`src/rtl/window_3x3_gen_pkg.sv`:
```
// wingen_pkg: shared definitions for the 3x3 window generator.
//   - default geometry / pixel width constants
//   - state_t: fill/run state of the window FSM
//   - col_width / row_width: counter widths for a given image size
package wingen_pkg;

    localparam int IMG_W_DEF = 64;
    localparam int IMG_H_DEF = 64;
    localparam int PIX_W_DEF = 13;

    typedef enum logic {
        S_FILL = 1'b0,   // first two rows of a frame: no complete window yet
        S_RUN  = 1'b1    // rows 2..IMG_H-1: windows emitted from column 2 on
    } state_t;

    function automatic int col_width(input int img_w);
        return (img_w > 1) ? $clog2(img_w) : 1;
    endfunction

    function automatic int row_width(input int img_h);
        return (img_h > 1) ? $clog2(img_h) : 1;
    endfunction

endpackage

```
`src/rtl/window_3x3_gen_if.sv`:
```
// window_3x3_gen_if: pixel input stream and 3x3 window output stream.
//   in_valid/in_ready/in_pixel   : raster-order pixel input
//   out_valid/out_ready          : window handshake
//   p0..p8                       : window, p0-p2 top row .. p6-p8 bottom row
//   out_last                     : final window of the frame
//   frame_done                   : one-cycle pulse after last pixel accepted
//   out_row/out_col              : window centre (only with WINGEN_POS_OUT_EN)
// Modports: slave = the generator, master = pixel source / window sink.
interface window_3x3_gen_if
    import wingen_pkg::*;
#(
    parameter int PIX_W = PIX_W_DEF
`ifdef WINGEN_POS_OUT_EN
    ,
    parameter int ROW_W = row_width(IMG_H_DEF),
    parameter int COL_W = col_width(IMG_W_DEF)
`endif
);
    logic             in_valid;
    logic             in_ready;
    logic [PIX_W-1:0] in_pixel;
    logic             out_valid;
    logic             out_ready;
    logic [PIX_W-1:0] p0, p1, p2, p3, p4, p5, p6, p7, p8;
    logic             out_last;
    logic             frame_done;
`ifdef WINGEN_POS_OUT_EN
    logic [ROW_W-1:0] out_row;
    logic [COL_W-1:0] out_col;
`endif

    modport slave (
        input  in_valid, in_pixel, out_ready,
        output in_ready, out_valid, p0, p1, p2, p3, p4, p5, p6, p7, p8,
        output out_last, frame_done
`ifdef WINGEN_POS_OUT_EN
        , output out_row, out_col
`endif
    );

    modport master (
        output in_valid, in_pixel, out_ready,
        input  in_ready, out_valid, p0, p1, p2, p3, p4, p5, p6, p7, p8,
        input  out_last, frame_done
`ifdef WINGEN_POS_OUT_EN
        , input out_row, out_col
`endif
    );

endinterface

```
`src/rtl/window_3x3_gen_line_buffer.sv`:
```
// line_buffer: one-row delay line, DEPTH entries of WIDTH bits.
//   clk  : clock
//   en   : advance (pixel accepted this cycle)
//   addr : current column
//   din  : value written at addr when en
//   dout : value stored at addr before this cycle's write (one row ago)
// Contents are never cleared; the caller masks stale rows.
module line_buffer
    import wingen_pkg::*;
#(
    parameter int DEPTH = IMG_W_DEF,
    parameter int WIDTH = PIX_W_DEF,
    parameter int AW    = col_width(DEPTH)
) (
    input  logic             clk,
    input  logic             en,
    input  logic [AW-1:0]    addr,
    input  logic [WIDTH-1:0] din,
    output logic [WIDTH-1:0] dout
);
    logic [WIDTH-1:0] mem [DEPTH];

    // Read-before-write: the old entry is consumed in the same cycle the
    // new pixel replaces it, so the read must not see this cycle's write.
    assign dout = mem[addr];

    always_ff @(posedge clk) begin
        if (en) begin
            mem[addr] <= din;
        end
    end

endmodule

```
`src/rtl/window_3x3_gen.sv`:
```
// window_3x3_gen: streaming 3x3 neighbourhood generator.
//   clk, rst : clock, synchronous active-high reset
//   bus      : window_3x3_gen_if.slave (pixel in, window out)
// Each accepted pixel at row>=2, col>=2 yields one registered window whose
// bottom-right element p8 is that pixel. Two line buffers supply rows r-1
// and r-2. Optional macro WINGEN_POS_OUT_EN adds out_row/out_col carrying
// the window centre coordinate.
module window_3x3_gen
    import wingen_pkg::*;
#(
    parameter int IMG_W = IMG_W_DEF,
    parameter int IMG_H = IMG_H_DEF,
    parameter int PIX_W = PIX_W_DEF
) (
    input  logic           clk,
    input  logic           rst,
    window_3x3_gen_if.slave bus
);
    localparam int COL_W = col_width(IMG_W);
    localparam int ROW_W = row_width(IMG_H);

    logic [COL_W-1:0] col_reg;
    logic [ROW_W-1:0] row_reg;
    state_t           state_reg;
    logic             out_valid_reg;
    logic             out_last_reg;
    logic             frame_done_reg;

    logic             in_ready;
    logic             accept;
    logic             col_last;
    logic             row_last;
    logic             frame_end;
    logic             emit;
    logic [PIX_W-1:0] lb0_out;
    logic [PIX_W-1:0] lb1_out;
    logic [PIX_W-1:0] new_col [3];
    logic [PIX_W-1:0] win [9];

    // Output register frees up whenever it is empty or being drained.
    assign in_ready  = !out_valid_reg || bus.out_ready;
    assign accept    = bus.in_valid && in_ready;
    assign col_last  = (col_reg == COL_W'(IMG_W - 1));
    assign row_last  = (row_reg == ROW_W'(IMG_H - 1));
    assign frame_end = col_last && row_last;
    assign emit      = accept && (state_reg == S_RUN) && (col_reg >= COL_W'(2));

    line_buffer #(.DEPTH(IMG_W), .WIDTH(PIX_W), .AW(COL_W)) lb0 (
        .clk  (clk),
        .en   (accept),
        .addr (col_reg),
        .din  (bus.in_pixel),
        .dout (lb0_out)
    );

    line_buffer #(.DEPTH(IMG_W), .WIDTH(PIX_W), .AW(COL_W)) lb1 (
        .clk  (clk),
        .en   (accept),
        .addr (col_reg),
        .din  (lb0_out),
        .dout (lb1_out)
    );

    // Incoming right-hand column: top (r-2), middle (r-1), bottom (r).
    assign new_col[0] = lb1_out;
    assign new_col[1] = lb0_out;
    assign new_col[2] = bus.in_pixel;

    // One three-tap shift register per window row. Shifting on every accept
    // (not only emitting ones) keeps the columns c-2, c-1 primed.
    for (genvar gi = 0; gi < 3; gi++) begin : g_row
        logic [PIX_W-1:0] tap_reg [3];

        always_ff @(posedge clk) begin
            if (rst) begin
                for (int k = 0; k < 3; k++) begin
                    tap_reg[k] <= '0;
                end
            end else if (accept) begin
                tap_reg[0] <= tap_reg[1];
                tap_reg[1] <= tap_reg[2];
                tap_reg[2] <= new_col[gi];
            end
        end

        assign win[3*gi + 0] = tap_reg[0];
        assign win[3*gi + 1] = tap_reg[1];
        assign win[3*gi + 2] = tap_reg[2];
    end

`ifdef WINGEN_POS_OUT_EN
    logic [ROW_W-1:0] out_row_reg;
    logic [COL_W-1:0] out_col_reg;
`endif

    always_ff @(posedge clk) begin
        if (rst) begin
            col_reg        <= '0;
            row_reg        <= '0;
            state_reg      <= S_FILL;
            out_valid_reg  <= 1'b0;
            out_last_reg   <= 1'b0;
            frame_done_reg <= 1'b0;
`ifdef WINGEN_POS_OUT_EN
            out_row_reg    <= '0;
            out_col_reg    <= '0;
`endif
        end else begin
            frame_done_reg <= accept && frame_end;

            if (accept) begin
                if (col_last) begin
                    col_reg <= '0;
                    row_reg <= row_last ? '0 : row_reg + ROW_W'(1);
                end else begin
                    col_reg <= col_reg + COL_W'(1);
                end

                case (state_reg)
                    S_FILL:  if (col_last && row_reg == ROW_W'(1)) state_reg <= S_RUN;
                    S_RUN:   if (frame_end) state_reg <= S_FILL;
                    default: state_reg <= S_FILL;
                endcase
            end

            // A new window overwrites a draining one in the same cycle,
            // so back-to-back windows leave no bubble.
            if (emit) begin
                out_valid_reg <= 1'b1;
                out_last_reg  <= frame_end;
`ifdef WINGEN_POS_OUT_EN
                out_row_reg   <= row_reg - ROW_W'(1);
                out_col_reg   <= col_reg - COL_W'(1);
`endif
            end else if (bus.out_ready) begin
                out_valid_reg <= 1'b0;
            end
        end
    end

    assign bus.in_ready   = in_ready;
    assign bus.out_valid  = out_valid_reg;
    assign bus.out_last   = out_last_reg;
    assign bus.frame_done = frame_done_reg;
    assign bus.p0 = win[0];
    assign bus.p1 = win[1];
    assign bus.p2 = win[2];
    assign bus.p3 = win[3];
    assign bus.p4 = win[4];
    assign bus.p5 = win[5];
    assign bus.p6 = win[6];
    assign bus.p7 = win[7];
    assign bus.p8 = win[8];
`ifdef WINGEN_POS_OUT_EN
    assign bus.out_row = out_row_reg;
    assign bus.out_col = out_col_reg;
`endif

endmodule

```
`src/flat_wrapper.sv`:
```
// flat-port wrapper written by rule: the top's interface ports become plain ports
module window_3x3_gen_flat import wingen_pkg::*;
#(
    parameter int IMG_W = IMG_W_DEF,
    parameter int IMG_H = IMG_H_DEF,
    parameter int PIX_W = PIX_W_DEF
)
  (clk, rst, bus_in_valid, bus_in_pixel, bus_out_ready, bus_in_ready, bus_out_valid, bus_p0, bus_p1, bus_p2, bus_p3, bus_p4, bus_p5, bus_p6, bus_p7, bus_p8, bus_out_last, bus_frame_done);
  window_3x3_gen_if #(.PIX_W(PIX_W)) bus_i ();
  input  logic clk;
  input  logic rst;
  input wire logic [$bits(bus_i.in_valid)-1:0] bus_in_valid;
  input wire logic [$bits(bus_i.in_pixel)-1:0] bus_in_pixel;
  input wire logic [$bits(bus_i.out_ready)-1:0] bus_out_ready;
  output wire logic [$bits(bus_i.in_ready)-1:0] bus_in_ready;
  output wire logic [$bits(bus_i.out_valid)-1:0] bus_out_valid;
  output wire logic [$bits(bus_i.p0)-1:0] bus_p0;
  output wire logic [$bits(bus_i.p1)-1:0] bus_p1;
  output wire logic [$bits(bus_i.p2)-1:0] bus_p2;
  output wire logic [$bits(bus_i.p3)-1:0] bus_p3;
  output wire logic [$bits(bus_i.p4)-1:0] bus_p4;
  output wire logic [$bits(bus_i.p5)-1:0] bus_p5;
  output wire logic [$bits(bus_i.p6)-1:0] bus_p6;
  output wire logic [$bits(bus_i.p7)-1:0] bus_p7;
  output wire logic [$bits(bus_i.p8)-1:0] bus_p8;
  output wire logic [$bits(bus_i.out_last)-1:0] bus_out_last;
  output wire logic [$bits(bus_i.frame_done)-1:0] bus_frame_done;
  assign bus_i.in_valid = bus_in_valid;
  assign bus_i.in_pixel = bus_in_pixel;
  assign bus_i.out_ready = bus_out_ready;
  assign bus_in_ready = bus_i.in_ready;
  assign bus_out_valid = bus_i.out_valid;
  assign bus_p0 = bus_i.p0;
  assign bus_p1 = bus_i.p1;
  assign bus_p2 = bus_i.p2;
  assign bus_p3 = bus_i.p3;
  assign bus_p4 = bus_i.p4;
  assign bus_p5 = bus_i.p5;
  assign bus_p6 = bus_i.p6;
  assign bus_p7 = bus_i.p7;
  assign bus_p8 = bus_i.p8;
  assign bus_out_last = bus_i.out_last;
  assign bus_frame_done = bus_i.frame_done;
  window_3x3_gen #(.IMG_W(IMG_W), .IMG_H(IMG_H), .PIX_W(PIX_W)) u_core (.clk(clk), .rst(rst), .bus(bus_i));
endmodule
```
`config.mk`:
```
export PLATFORM = sky130hd
export DESIGN_NAME = window_3x3_gen_flat
export DESIGN_NICKNAME = d
export VERILOG_FILES = /design/src/rtl/window_3x3_gen_pkg.sv /design/src/rtl/window_3x3_gen_if.sv /design/src/rtl/window_3x3_gen_line_buffer.sv /design/src/rtl/window_3x3_gen.sv /design/src/flat_wrapper.sv
export SDC_FILE = /design/constraint.sdc
export NUM_CORES = 2
export LEC_CHECK = 0
export CAP_MARGIN = 30
export CORE_UTILIZATION = 55
export DETAILED_ROUTE_END_ITERATION = 12
export PLACE_DENSITY_LB_ADDON = 0.15
export SLEW_MARGIN = 15
export SYNTH_ARGS = -nofsm -noshare
export SYNTH_HDL_FRONTEND = slang
export SYNTH_SLANG_ARGS = --single-unit
```
`constraint.sdc`:
```
create_clock -name clk -period 5 [get_ports clk]
set_clock_uncertainty 0.05 [all_clocks]
set_input_delay 1 -clock clk [delete_from_list [all_inputs] [get_ports clk]]
set_output_delay 1 -clock clk [all_outputs]
set_load 0.02 [all_outputs]
```
**Where the registers sit**

Bar = 100 µm.
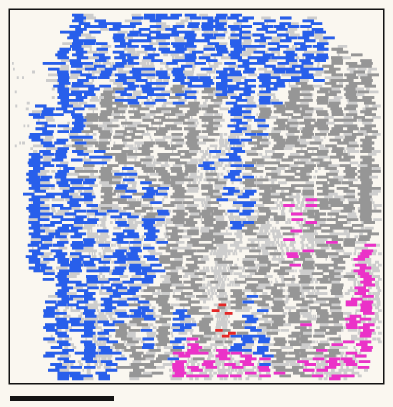
Key: `u_core.g_row.tap_reg` = magenta [placed flops 117]; `u_core.row_reg` = red [placed flops 6, where bottom middle]; `u_core.lb0.mem` = blue [placed flops 832]
Another 848 sequential cells are not coloured.
Core Util, Final: 63.7%
total area of sequential cells: 0.0539 mm²
fraction of area in registers: 68.1%

**Cell outlines without signal wires**

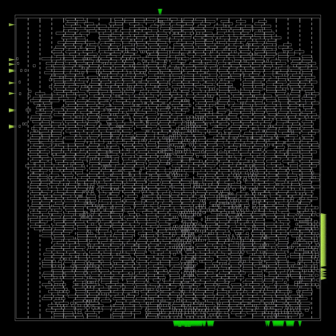
Core Footprint: 0.124 mm²
n_taps: 1637
count of flip-flops and latches: 1803
fillcell total: 8156

==> results.rst <==
Synthesis and place-and-route
=============================

.. list-table::
   :header-rows: 1

   * - Metric
     - Value
   * - Total vias in the final route
     - about 34000
   * - Final Instance Area
     - ~0.079 mm²
   * - Post-layout period usage of the worst path
     - 76.4%
   * - Internal power of the cells
     - 25300 µW
   * - Clock transition at the registers of the reported paths
     - 0.06 ns
   * - Detailed placer's ending HPWL
     - 108 mm
   * - Global-route wire length before repair
     - 247 mm
   * - Final Max Tran Viols
     - 0
   * - Number of inverters outside the clock class in the layout
     - 4
   * - Cells in synth_stat.txt
     - 3211
   * - Number of antenna violations at the first check in global routing
     - 6
   * - Transition at the pin with the smallest max-transition slack
     - 0.941 ns
   * - CTS Hold Bufs
     - 0
   * - Sequential fraction of design power
     - 52.9%
   * - Number of global-route vias before repair
     - 33951
   * - Fraction of synthesized cell area in xor and xnor cells
     - 0.0631%
   * - # clock sinks
     - between 1500 and 2000
   * - Outcome
     - completed
   * - Post-synthesis net count
     - around 3200
   * - CP peak stage delay
     - about 0.7 ns
   * - Log Warnings
     - 29
   * - Post-Syn Area per Cell
     - 21.6 µm²
   * - Relative max-transition margin
     - 37.2%
   * - Top cells by area
     - sky130_fd_sc_hd__edfxtp_1, sky130_fd_sc_hd__mux4_2, sky130_fd_sc_hd__mux2i_1
   * - Dominant combinational cell family by area after synthesis
     - multiplexers
   * - Number of enable flip-flop cells
     - 1781
   * - Pre-placement core utilization
     - 55.8%
   * - Number of setup violations in the final report
     - 0
   * - Count of unique library cells instantiated by Yosys
     - 63
   * - Area of the synthesized netlist per yosys stat
     - 0.0694 mm²
   * - Fraction of layout cells with a size suffix above 1
     - 25.5%
   * - Logic gate share of total power
     - ~6.6%
   * - Critical path arrival
     - 4.26 ns
   * - Min-Delay Endpoint
     - u_core.bus.out_last$_SDFFE_PP0P_
   * - Clk_lat worst skew
     - 0.79 ns
   * - Tightest Hold Check Type
     - flop to flop
   * - Registers, synthesis
     - 1803
   * - Static leakage power
     - around 0.025 µW
   * - Worst Setup End Kind
     - flop
   * - CP Launch Type
     - flop
   * - Antenna cell count
     - 0
   * - Deepest level of the CTS H-tree
     - 4
   * - Cell Count Post-Placement
     - 4992
   * - DRC violation count after routing
     - 0
   * - Sw Ratio
     - 21.3%
   * - CTS tree
     - built
   * - Routing usage on met2
     - roughly 43%
   * - Detail-routed net length per standard cell
     - around 32 µm
   * - Area taken by multi-input logic gates
     - 0.0145 mm²
   * - Gp weighted congestion
     - 0.914
   * - Power of the clock network
     - between 10000 and 15000 µW
   * - Slack of the worst reg-to-reg path
     - roughly 1.2 ns
   * - RSZ-0062 raised after global routing
     - false
   * - Worst Reg-to-Reg Cells
     - 8
   * - Cell group occupying the most layout area
     - sequential cells
   * - Count of cell instances traversed by the critical path
     - 8
   * - Clock buffer depth
     - 3
   * - Count of max-cap constraint violations
     - 0
   * - Accumulated negative setup slack
     - 0 ns
   * - Part of the Yosys area used for sequential elements
     - 77.7%
Power is estimated from default activity; no workload was simulated.
